## src/rtl/seg7_pkg.sv

```systemverilog
// Shared constants and types for the 7-segment scan-bus decoder: active-low
// segment codes, anode digit codes, FSM state and the committed-frame record.
package seg7_pkg;

    localparam logic [6:0] SEG_0     = 7'h40;
    localparam logic [6:0] SEG_1     = 7'h79;
    localparam logic [6:0] SEG_2     = 7'h24;
    localparam logic [6:0] SEG_3     = 7'h30;
    localparam logic [6:0] SEG_4     = 7'h19;
    localparam logic [6:0] SEG_5     = 7'h12;
    localparam logic [6:0] SEG_6     = 7'h02;
    localparam logic [6:0] SEG_7     = 7'h78;
    localparam logic [6:0] SEG_8     = 7'h00;
    localparam logic [6:0] SEG_9     = 7'h10;
    localparam logic [6:0] SEG_BLANK = 7'h7F;

    localparam logic [3:0] AN_D0 = 4'b1110;
    localparam logic [3:0] AN_D1 = 4'b1101;
    localparam logic [3:0] AN_D2 = 4'b1011;
    localparam logic [3:0] AN_D3 = 4'b0111;

    localparam logic [3:0] BLANK_BCD = 4'hF;

    typedef enum logic {
        HUNT    = 1'b0,
        COLLECT = 1'b1
    } state_e;

    typedef struct packed {
        logic [15:0] bcd;
        logic [3:0]  blank;
        logic [3:0]  dp;
    } frame_t;

    function automatic logic [3:0] anode_code(input logic [1:0] idx);
        case (idx)
            2'd0:    return AN_D0;
            2'd1:    return AN_D1;
            2'd2:    return AN_D2;
            default: return AN_D3;
        endcase
    endfunction

endpackage

```

## src/rtl/seg7_pattern_decode.sv

```systemverilog
// Combinational decode of one active-low g..a segment pattern back to a BCD
// digit; blank decodes to BLANK_BCD, anything unlisted is flagged illegal.
module seg7_pattern_decode
    import seg7_pkg::*;
(
    input  logic [6:0] seg_n,
    output logic       legal,
    output logic       blank,
    output logic [3:0] bcd
);

    always_comb begin
        // NOTE: every output gets a default before the case so no path leaves one unassigned (no latch).
        legal = 1'b1;
        blank = 1'b0;
        bcd   = 4'h0;
        case (seg_n)
            SEG_0:     bcd = 4'd0;
            SEG_1:     bcd = 4'd1;
            SEG_2:     bcd = 4'd2;
            SEG_3:     bcd = 4'd3;
            SEG_4:     bcd = 4'd4;
            SEG_5:     bcd = 4'd5;
            SEG_6:     bcd = 4'd6;
            SEG_7:     bcd = 4'd7;
            SEG_8:     bcd = 4'd8;
            SEG_9:     bcd = 4'd9;
            SEG_BLANK: begin
                blank = 1'b1;
                bcd   = BLANK_BCD;
            end
            default: begin
                legal = 1'b0;
                bcd   = BLANK_BCD;
            end
        endcase
    end

endmodule

```

## src/rtl/seg7_scan_decoder.sv

```systemverilog
// Receive side of the 4-digit multiplexed 7-segment scan bus: reassembles frames
// and publishes BCD. Define SEG7_DEC_STABLE_EN to commit only repeated frames.
module seg7_scan_decoder
    import seg7_pkg::*;
#(
    parameter int STALE_CYCLES = 16
) (
    input  logic        clk_1khz,
    input  logic        reset,
    input  logic [3:0]  anode_n,
    input  logic [7:0]  cathode_n,
    output logic [15:0] bcd_data_op,
    output logic [3:0]  blank_mask,
    output logic [3:0]  dp_op,
    output logic        frame_valid,
    output logic        bcd_data_valid,
    output logic        err_pattern,
    output logic        err_sequence
);

    localparam int               CNT_W     = $clog2(STALE_CYCLES + 1);
    localparam logic [CNT_W-1:0] STALE_MAX = CNT_W'(STALE_CYCLES);

    logic       pat_legal;
    logic       pat_blank;
    logic [3:0] pat_bcd;

    seg7_pattern_decode u_pattern_decode (
        .seg_n (cathode_n[6:0]),
        .legal (pat_legal),
        .blank (pat_blank),
        .bcd   (pat_bcd)
    );

    state_e           state;
    logic [1:0]       idx;
    logic [11:0]      stage_bcd;
    logic [2:0]       stage_blank;
    logic [2:0]       stage_dp;
    logic [CNT_W-1:0] stale_cnt;

    logic   dot_lit;
    logic   d0_start;
    logic   anode_ok;
    logic   err_seq_now;
    logic   err_pat_now;
    logic   frame_done;
    logic   shift_en;
    logic   commit;
    frame_t full_frame;

    assign dot_lit     = ~cathode_n[7];
    assign d0_start    = (anode_n == AN_D0) && pat_legal;
    assign anode_ok    = (anode_n == anode_code(idx));
    assign err_seq_now = (state == COLLECT) && !anode_ok;
    assign err_pat_now = (state == COLLECT) && anode_ok && !pat_legal;
    assign frame_done  = (state == COLLECT) && anode_ok && pat_legal && (idx == 2'd3);

    // Digits arrive strictly d0,d1,d2 before d3, so a shift register always holds {d2,d1,d0} at d3.
    assign shift_en = (d0_start && ((state == HUNT) || err_seq_now))
                    || ((state == COLLECT) && anode_ok && pat_legal);

    assign full_frame = '{bcd:   {pat_bcd, stage_bcd},
                          blank: {pat_blank, stage_blank},
                          dp:    {dot_lit, stage_dp}};

`ifdef SEG7_DEC_STABLE_EN
    frame_t cand;
    logic   cand_valid;

    assign commit = frame_done && cand_valid && (full_frame == cand);

    always_ff @(posedge clk_1khz) begin
        if (reset) begin
            cand       <= '0;
            cand_valid <= 1'b0;
        end else if (err_seq_now || err_pat_now) begin
            cand_valid <= 1'b0;
        end else if (frame_done) begin
            cand       <= full_frame;
            cand_valid <= 1'b1;
        end
    end
`else
    assign commit = frame_done;
`endif

    // NOTE: registers are written with <= only, so each sees its peers' pre-edge values.
    always_ff @(posedge clk_1khz) begin
        if (reset) begin
            state        <= HUNT;
            idx          <= 2'd0;
            stage_bcd    <= '0;
            stage_blank  <= '0;
            stage_dp     <= '0;
            err_pattern  <= 1'b0;
            err_sequence <= 1'b0;
        end else begin
            err_pattern  <= err_pat_now;
            err_sequence <= err_seq_now;
            case (state)
                HUNT: begin
                    if (d0_start) begin
                        state <= COLLECT;
                        idx   <= 2'd1;
                    end
                end
                COLLECT: begin
                    if (err_seq_now) begin
                        state <= d0_start ? COLLECT : HUNT;
                        idx   <= 2'd1;
                    end else if (err_pat_now || frame_done) begin
                        state <= HUNT;
                    end else begin
                        idx <= idx + 2'd1;
                    end
                end
                default: state <= HUNT;
            endcase
            if (shift_en) begin
                stage_bcd   <= {pat_bcd, stage_bcd[11:4]};
                stage_blank <= {pat_blank, stage_blank[2:1]};
                stage_dp    <= {dot_lit, stage_dp[2:1]};
            end
        end
    end

    always_ff @(posedge clk_1khz) begin
        if (reset) begin
            bcd_data_op <= 16'h0000;
            blank_mask  <= 4'hF;
            dp_op       <= 4'h0;
            frame_valid <= 1'b0;
        end else begin
            frame_valid <= commit;
            if (commit) begin
                bcd_data_op <= full_frame.bcd;
                blank_mask  <= full_frame.blank;
                dp_op       <= full_frame.dp;
            end
        end
    end

    // Valid drops on the STALE_CYCLES-th consecutive edge without a commit.
    always_ff @(posedge clk_1khz) begin
        if (reset) begin
            stale_cnt      <= '0;
            bcd_data_valid <= 1'b0;
        end else if (commit) begin
            stale_cnt      <= '0;
            bcd_data_valid <= 1'b1;
        end else if (stale_cnt != STALE_MAX) begin
            stale_cnt <= stale_cnt + 1'b1;
            if (stale_cnt == STALE_MAX - 1'b1) begin
                bcd_data_valid <= 1'b0;
            end
        end
    end

endmodule
```

## config.mk

```make
export PLATFORM = sky130hd
export DESIGN_NAME = seg7_scan_decoder
export DESIGN_NICKNAME = d
export VERILOG_FILES = /design/src/rtl/seg7_pkg.sv /design/src/rtl/seg7_pattern_decode.sv /design/src/rtl/seg7_scan_decoder.sv
export SDC_FILE = /design/constraint.sdc
export NUM_CORES = 1
export LEC_CHECK = 0
export ABC_AREA = 1
export CORE_MARGIN = 1
export CORE_UTILIZATION = 52
export CTS_CLUSTER_SIZE = 30
export DETAILED_ROUTE_END_ITERATION = 6
export GPL_TIMING_DRIVEN = 0
export PLACE_DENSITY = 0.89
export SYNTH_ARGS = -nofsm -noshare
export SYNTH_HDL_FRONTEND = slang
export SYNTH_SLANG_ARGS = --single-unit
```

## constraint.sdc

```tcl
create_clock -name clk_1khz -period 2.6 [get_ports clk_1khz]
set_clock_uncertainty 0.05 [all_clocks]
set_input_delay 0.52 -clock clk_1khz [delete_from_list [all_inputs] [get_ports clk_1khz]]
set_output_delay 0.52 -clock clk_1khz [all_outputs]
set_load 0.02 [all_outputs]
```

==> impl_metrics.ini, run 1 <==
; synthesis and place-and-route metrics
[status]
run_status = completed

[power_and_ir_drop]
powerDensity_nw_per_um2 = 502.2
power.clock.fraction_pct = 37.3
peakVddDrop_mv = 0.2518
pg_comb_w = 0.000104
internal-power_w = 0.001185
pg_clk_w = 0.000561
p_leak_nw = 1.245
combPwrFrac_pct = 6.9

[synth]
most_common_cell = nand2_1
synthTopCellsByCount = nand2_1, dfxtp_1, inv_1
synth_top_area_share_pct = 44.91
async_reset_ff_share_pct = 0
ys_seq_share_pct = 44.91
edf_count = 0

[final_timing]
tns_ns = 0
fin_ws_ns = 0.4080
relSlewSlack_pct = 64.44
worst_pin_slew_ns = 0.5322
hold_viol_final = 0
period_used_pct = 84.31
setup_viol = 0
fin_crit_ns = 2.192

[global_route]
gr-total-overflow = 0
track_usage_pct = 20.68
grt_pass1_vias = 1987

[route]
avgViaCountPerCell = 5.019
routed_wl_um = 4751
drcViolationCount = 0
ant_nets = 0
vias = 2113
firstDrtPassIters = 4

[critical_path]
cp-endpoint = stage_bcd[7]
crit_path_cell_trace = clkdlybuf4s50_1 -> nor2_1 -> nand2_1 -> nor3_1 -> nor2_1 -> nand3_4 -> o21ai_4 -> buf_6 -> o21ai_0 -> a21oi_1
worstSetupStartpointType = input pin
startpoint = cathode_n[5]
critPathBufInv = 2
worst_ep_required_time_ns = 2.74
path_max_fanout = 10
r2r-end = bcd_data_op[1]
crit_family = simple AND/OR/NAND/NOR gates

[final_layout]
syn_to_final_growth_pct = 24.43
n_all_inverters = 45
final_cell_mix = nand2_1, dfxtp_1, inv_1
seqCellArea_sq_um = 1081
final_nets = 390
buffer_area_share_pct = 16.04
antenna_cells = 0
drive_above_1_share_pct = 11.11
num-nonclk-buffers = 50

[placement]
dp_cells = 414
io_buffers = 41

[clock_network]
cts_buffer_depth = 2
cts-root-buf = clkbuf_8
cts_max_level = 2

[die]
die_area_sq_um = 4906
die_x_um = 70.04

[min_path]
hp-class = reg -> reg
holdPathStages = 2
-- run 1: layer usage --
metal / part of all wire (%) / global-route usage [%]
met1: 43 / 22.36
met2: 53 / 39.64
met4: 1.4 / 7.778
met3: 2.8 / 3.463
met5: 0 / 0
-- run 1: state kept, by name, summed over array words and instances (netlist names), 2 cells and up --
signal	flops
bcd_data_op	16
stage_bcd	12
stale_cnt	5
blank_mask	4
dp_op	4
stage_blank	3
stage_dp	3
idx	2
-- run 1: cells by family (layout without fill, tap and decap cells) --
| logic type | after synthesis | count (layout) | synth area share [%] |
|---|---|---|---|
| simple gates | 149 | 149 | 27.39 |
| compound gates | 54 | 54 | 12.94 |
| flops | 54 | 54 | 44.91 |
| buf+inv | 54 | 102 | 10.03 |
| fa+ha+maj | 7 | 7 | 3.638 |
| xor+xnor | 3 | 3 | 1.092 |
Run 1, placed cells, one color a class:
Drawn at 4 px/um.
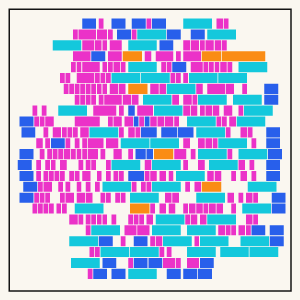
Key: all other logic = magenta [cells 258]; clock drivers and dummy loads = orange [cells 7]; flip-flops = cyan [cells 54]; other buffers and delay cells = blue [cells 50]
flop share of the area: 36.09%
Cell Rows: 24
design area: 2995 sq um
final core occ: 67.86%

Run 1, wiring by layer:
Drawn at 4 px/um.
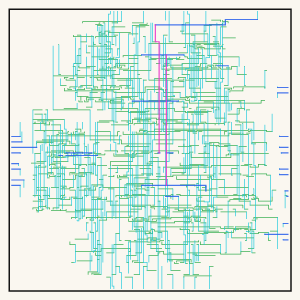
Key: met4 = magenta [wire length 65.5 um]; met2 = cyan [wire length 2,510 um]; met3 = blue [wire length 135 um]; met1 = green [wire length 2,040 um]

Run 1, local utilization:
Drawn at 6 px/um. The die is cut into 7 by 7 equal tiles; black is low, pale yellow is high, 0 to 100% covered.
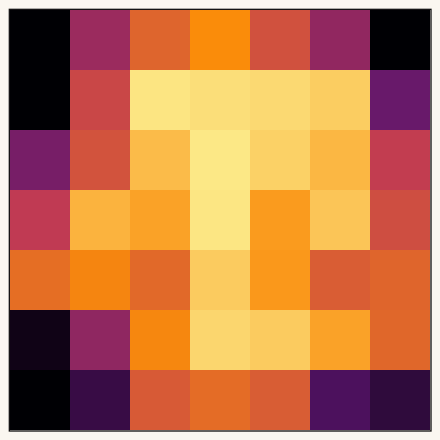
The mean over all tiles is 60%. The emptiest ninth of the die: south-west. 8.2% of the tiles are nearly empty. 39% of the tiles are over 75% full.
Core Box Area: 4414 sq um
FP Util: 54.54%

==> run 2: changes to the inputs <==
--- a/config.mk
+++ b/config.mk
@@ -7,11 +7,11 @@
 export LEC_CHECK = 0
 export ABC_AREA = 1
 export CORE_MARGIN = 1
-export CORE_UTILIZATION = 52
+export CORE_UTILIZATION = 47
 export CTS_CLUSTER_SIZE = 30
 export DETAILED_ROUTE_END_ITERATION = 6
 export GPL_TIMING_DRIVEN = 0
-export PLACE_DENSITY = 0.89
+export PLACE_DENSITY = 0.85
 export SYNTH_ARGS = -nofsm -noshare
 export SYNTH_HDL_FRONTEND = slang
 export SYNTH_SLANG_ARGS = --single-unit
==> constraint.sdc (replaced) <==
create_clock -name clk_1khz -period 1.78 [get_ports clk_1khz]
set_clock_uncertainty 0.05 [all_clocks]
set_input_delay 0.356 -clock clk_1khz [delete_from_list [all_inputs] [get_ports clk_1khz]]
set_output_delay 0.356 -clock clk_1khz [all_outputs]
set_load 0.02 [all_outputs]
Run 2, clock wiring as the flow saved it:
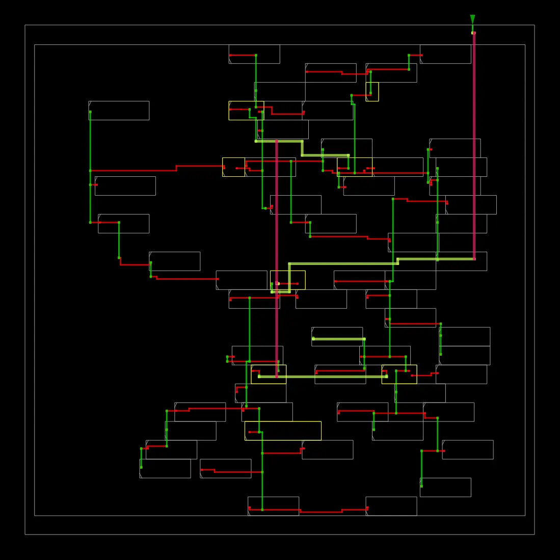
CTS Buf Count: 5
sequential cells: 54
clk pwr: 0.000855 W

==> run 2 against run 1 <==
Net effect: the flow now finishes with violations (negative setup slack); combinational power up 120%; total power up 53%; cell area up 21%; register-to-register slack got worse by 0.62 ns; flip-flop count unchanged; utilization up 7.6 points; clock power rose by 52%; via count increased by 17%; critical path depth stayed put; first-iteration DRC count grew 18%; wire length up 52%; global-route usage increased by 3.5 points; critical path type is now reg -> reg; critical endpoint is now blank_mask[3]; largest cell class unchanged.
==> impl_metrics.ini, run 2 <==
; synthesis and place-and-route metrics
[final_layout]
final_cell_mix = dfxtp_1, nand2_1, inv_1
seqCellArea_sq_um = 1089
fin_area_sq_um = 3637
final_util_pct = 75.51
antenna_cells = 0
syn_to_final_growth_pct = 51.09
n_all_inverters = 45
num-nonclk-buffers = 72
buffer_area_share_pct = 20.06
top_regs = bcd_data_op: 16 flops, stage_bcd: 12 flops, stale_cnt: 5 flops

[route]
avgViaCountPerCell = 5.354
vias = 2463
met3WireLength_um = 348
ant_nets = 0
met2_length_um = 3811
m1WireLength_um = 2831
top_layer_used = met4

[critical_path]
r2r-end = blank_mask[3]
crit_family = simple AND/OR/NAND/NOR gates
path_max_fanout = 10
startpoint = idx[0]
critPathBufInv = 3
crit_path_cell_trace = buf_6 -> ha_4 -> xnor2_4 -> nor3_4 -> nand2_2 -> nor2_4 -> nand4_4 -> buf_8 -> o22ai_2 -> inv_1
cp-endpoint = blank_mask[3]
worst_ep_required_time_ns = 1.94

[synth]
async_reset_ff_share_pct = 0
most_common_cell = nand2_1
xor_share_pct = 1.091
synth-simple-area-share_pct = 27.39
ys_seq_share_pct = 44.91
synth-compound-area-share_pct = 12.94
synthAdderAreaFrac_pct = 3.638

[global_route]
grt_use_met3_pct = 4.938
use_met2_pct = 44.34
track_usage_pct = 24.19
grt_most_used_layer = met2
grt_pass1_vias = 2234

[clock_network]
cts_max_level = 2
cts-root-buf = clkbuf_8

[min_path]
holdPathStages = 2
hp-class = reg -> reg

[die]
die_area_sq_um = 5412
coreArea_sq_um = 4817
fp_util_pct = 49.97

[final_timing]
setup_viol = 52
fin_ws_ns = -0.2038
fin_crit_ns = 1.984
relSlewSlack_pct = 57.13
period_used_pct = 111.4
tns_ns = -8.406
worst_pin_slew_ns = 0.6431

[power_and_ir_drop]
pg_comb_w = 0.000228
powerDensity_nw_per_um2 = 634.4
p_leak_nw = 1.631
peakVddDrop_mv = 0.3668

[status]
violations = negative setup slack
run_status = complete, but fails checks

[placement]
io_buffers = 41
dp_cells = 429
-- run 2: netlist changes by cell type in the layout (fill, tap and decap cells not counted), moves of 7 or more --
| cell | change |
|---|---|
| nand2_4 | +12 |
| o21ai_0 | -16 |
| clkdlybuf4s50_1 | -11 |
| o21ai_2 | +13 |
| buf_4 | +15 |
| nand2_1 | -30 |
| dlygate4sd2_1 | +7 |
| nand2_2 | +18 |
-- run 2: cell families after synthesis --
family                   Yosys count
buffers and inverters             54
AND/OR/NAND/NOR                  149
flip-flops                        54
AND-OR/OR-AND                     54
adder cells (fa/ha/maj)            7
XOR/XNOR                           3
-- run 2: repair_timing --
action,4_1_cts,5_1_grt
buffers inserted,14,4
cloned,4,1
setup endpoints to repair,49,53
pin swaps,19,13
resized,75,52
Power is estimated from default activity; no workload was simulated.
